==> images/registers.png <==
Scale bar: 20 um.
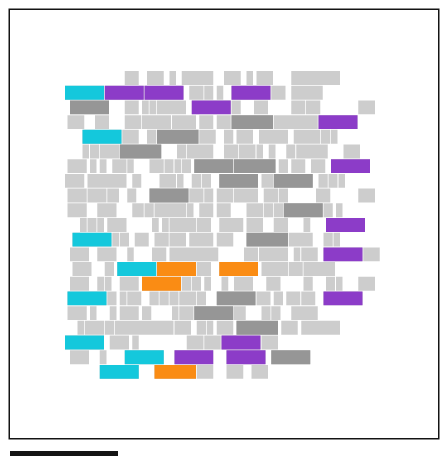
==> images/cell_classes.png <==
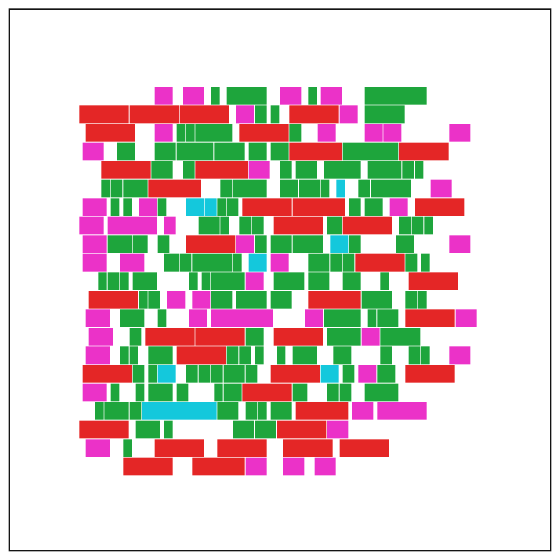
==> images/wire_density.png <==
Scale bar: 20 um. 16 x 16 tiles, from dark blue (low) to red (high), scaled to the fullest tile. Values are wire area over tile area, all layers added.
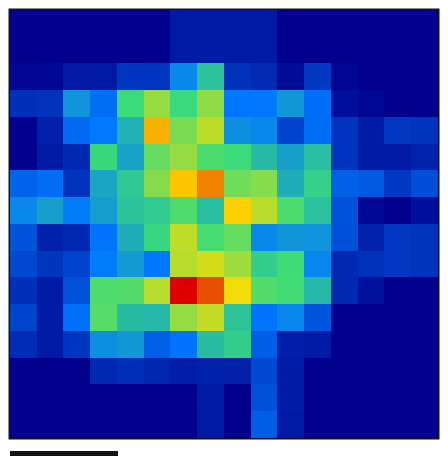
==> images/final_congestion.png <==
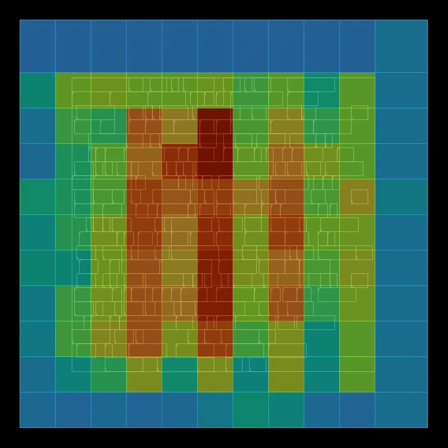
--- src/rtl/bin2bcd_seq.sv ---
// Sequential double-dabble converter: one add-3/shift step per clock, start/busy/done handshake.
// Optional macro BIN2BCD_CHANGE_DETECT_EN: also start a conversion whenever bin differs from the last converted value.
module bin2bcd_seq #(
    parameter int WIDTH  = 8,
    parameter int DIGITS = 3
) (
    input  logic                  clk,
    input  logic                  rst,
    input  logic                  start,
    input  logic [WIDTH-1:0]      bin,
    output logic [4*DIGITS-1:0]   bcd,
    output logic                  busy,
    output logic                  done,
    output logic [0:0]            dbg_state
);

    localparam int CW = $clog2(WIDTH + 1);

    localparam logic [0:0] IDLE  = 1'b0;
    localparam logic [0:0] SHIFT = 1'b1;

    function automatic longint pow10(input int n);
        longint r;
        r = 1;
        for (int i = 0; i < n; i++) r = r * 10;
        return r;
    endfunction

    if (pow10(DIGITS) <= (longint'(1) << WIDTH) - 1) begin : g_digits_check
        $error("bin2bcd_seq: DIGITS=%0d too small for WIDTH=%0d", DIGITS, WIDTH);
    end

    logic [0:0]          state;
    logic [WIDTH-1:0]    shreg;
    logic [4*DIGITS-1:0] scratch;
    logic [CW-1:0]       step;
    logic [4*DIGITS-1:0] adj;
    logic [4*DIGITS-1:0] nxt_scratch;
    logic [WIDTH-1:0]    nxt_shreg;
    logic                trigger;
    logic                last_step;

    // Handshake: start is only looked at in IDLE; busy is high from the edge
    // after acceptance until the done edge; done is a one-cycle pulse coinciding
    // with the bcd update. Starts seen while busy are dropped, not queued.
`ifdef BIN2BCD_CHANGE_DETECT_EN
    logic [WIDTH-1:0] last_bin;
    assign trigger = start | (bin != last_bin);
`else
    assign trigger = start;
`endif

    always_comb begin
        adj = scratch;
        for (int i = 0; i < DIGITS; i++) begin
            if (scratch[4*i +: 4] >= 4'd5) adj[4*i +: 4] = scratch[4*i +: 4] + 4'd3;
        end
    end

    // The top bit of the top digit falls off; the DIGITS check keeps it zero.
    assign nxt_scratch = {adj[4*DIGITS-2:0], shreg[WIDTH-1]};
    assign nxt_shreg   = {shreg[WIDTH-2:0], 1'b0};
    assign last_step   = (step == CW'(WIDTH - 1));
    assign dbg_state   = state;

    always_ff @(posedge clk) begin
        if (rst) begin
            state   <= IDLE;
            bcd     <= '0;
            busy    <= 1'b0;
            done    <= 1'b0;
            shreg   <= '0;
            scratch <= '0;
            step    <= '0;
`ifdef BIN2BCD_CHANGE_DETECT_EN
            last_bin <= '0;
`endif
        end else begin
            done <= 1'b0;
            if (state == IDLE) begin
                if (trigger) begin
                    shreg   <= bin;
                    scratch <= '0;
                    step    <= '0;
                    busy    <= 1'b1;
                    state   <= SHIFT;
`ifdef BIN2BCD_CHANGE_DETECT_EN
                    last_bin <= bin;
`endif
                end
            end else begin
                scratch <= nxt_scratch;
                shreg   <= nxt_shreg;
                step    <= step + CW'(1);
                if (last_step) begin
                    bcd   <= nxt_scratch;
                    done  <= 1'b1;
                    busy  <= 1'b0;
                    state <= IDLE;
                end
            end
        end
    end

endmodule

--- config.mk ---
export PLATFORM = sky130hd
export DESIGN_NAME = bin2bcd_seq
export DESIGN_NICKNAME = d
export VERILOG_FILES = /design/src/rtl/bin2bcd_seq.sv
export SDC_FILE = /design/constraint.sdc
export NUM_CORES = 1
export LEC_CHECK = 0
export CORE_MARGIN = 10
export CORE_UTILIZATION = 50
export CTS_BUF_LIST = sky130_fd_sc_hd__clkbuf_4
export DETAILED_ROUTE_END_ITERATION = 8
export PLACE_DENSITY = 0.8
export RECOVER_POWER = 25
export SLEW_MARGIN = 0
export SYNTH_ARGS = -nofsm -noshare
export SYNTH_HDL_FRONTEND = slang
export SYNTH_SLANG_ARGS = --single-unit
--- constraint.sdc ---
create_clock -name clk -period 1.5 [get_ports clk]
set_clock_uncertainty 0.05 [all_clocks]
set_input_delay 0.3 -clock clk [delete_from_list [all_inputs] [get_ports clk]]
set_output_delay 0.3 -clock clk [all_outputs]
set_load 0.01 [all_outputs]
==> out/metrics.sh <==
POWER.COMBINATIONAL.TOTAL_mW=0.192
YOSYS.STAT.CHIPAREA_SQ_MM=0.00175
ROUTE.VIAS.TOTAL=1486
HOLDWS_PS=405
CLOCK.LATENCY.LATE_PIN_PS=350
SYNTHESIS.INSTANCES=189
WORSTSETUPSTARTPOINTTYPE='register'
MOSTFREQUENTLAYOUTCELL='sky130_fd_sc_hd__dfxtp_1'
CRIT_PATH_MAX_FANOUT=4
CRIT_CELLS=5
CTSROOTBUFFERMASTER='sky130_fd_sc_hd__clkbuf_4'
CRITICAL_PATH.TOP_DELAY_FAMILY='flip-flops'
ORIGIN_OF_THE_WORST_SETUP_PATH='step[0]'
CTSHOLDBUFFERS=0
GRTUSAGEMET2_PCT=21.8
RESULT_OF_THE_RUN='finished, final reports clean'
CTS_BUFFERS=5
POST_CTS.RESIZED_INSTANCES=24
HIGHEST_CLOCK_RATE_MHz=685
POWERCLK_mW=0.685
POWERDENSITY_mW_PER_MM2=826
TIMING.CRITICAL_PATH.REQUIRED_PS=1710
YOSYSTOPAREACELL='sky130_fd_sc_hd__dfxtp_1'
FIN_SETUP_TNS_PS=0
IOPINCOUNT=26
LAYOUT_TOP_CELLS_EXCL_FILL_TAP='sky130_fd_sc_hd__dfxtp_1 (32), sky130_fd_sc_hd__a21oi_1 (20), sky130_fd_sc_hd__nor2_1 (19)'
DRT_FIRST_PASS_ITERS=4
CORE-AREA_SQ_MM=0.00336
PERIOD_MINUS_SLACK_PS=1460
CELL_WITH_THE_BIGGEST_INDIVIDUAL_DELAY_ON_THE_CRITICAL_PATH='sky130_fd_sc_hd__dfxtp_1'
TRACK_USAGE_PCT=12.6
MET2WIRELENGTH_UM=2000
SWITCHINGPOWER_mW=0.453
POSTSYNTH.TOPFLOPCELL='sky130_fd_sc_hd__dfxtp_1'
CTS_TREE='yes'
TIMING.HOLD.WORST_ENDPOINT='bcd[8]'
TIMING_MAX_TRANSITION_VIOLATIONS_FINAL=0
SYNTH_AREA_SQ_MM=0.00175
CRIT_CHAIN='ha_1 > nand4b_1 > nand2b_4 > buf_4 > o21ai_0'
TOTAL_POWER_mW=1.95
SEQUENTIALPOWER_mW=1.07
REPORT.FINAL.SETUP_VIOL=0
TIMING.HOLD.WORST.START='bcd[8]'
DETAILED_PLACE_HPWL_UM=2710
GP_CONGESTION=0.770
About registers.png:
Key: step = orange [placed flops 4]; shreg = cyan [placed flops 8]; bcd = purple [placed flops 12]
Another 15 sequential cells are not colored.

About cell_classes.png:
Key: clock drivers and dummy loads = cyan [cells 8]; other buffers and delay cells = magenta [cells 47]; flops = red [cells 39]; all other logic = green [cells 139]
floorplan row count: 21
sequential fraction of total cell area: 33.4%
final std cell area, no fill: 0.00236 sq mm

About wire_density.png:
The densest ninth of the die: middle. 32% of the tiles are nearly empty. The emptiest ninth of the die: bottom right.

About final_congestion.png:
per-cell routed wire length: 14.4 um
gr busiest metal: met2

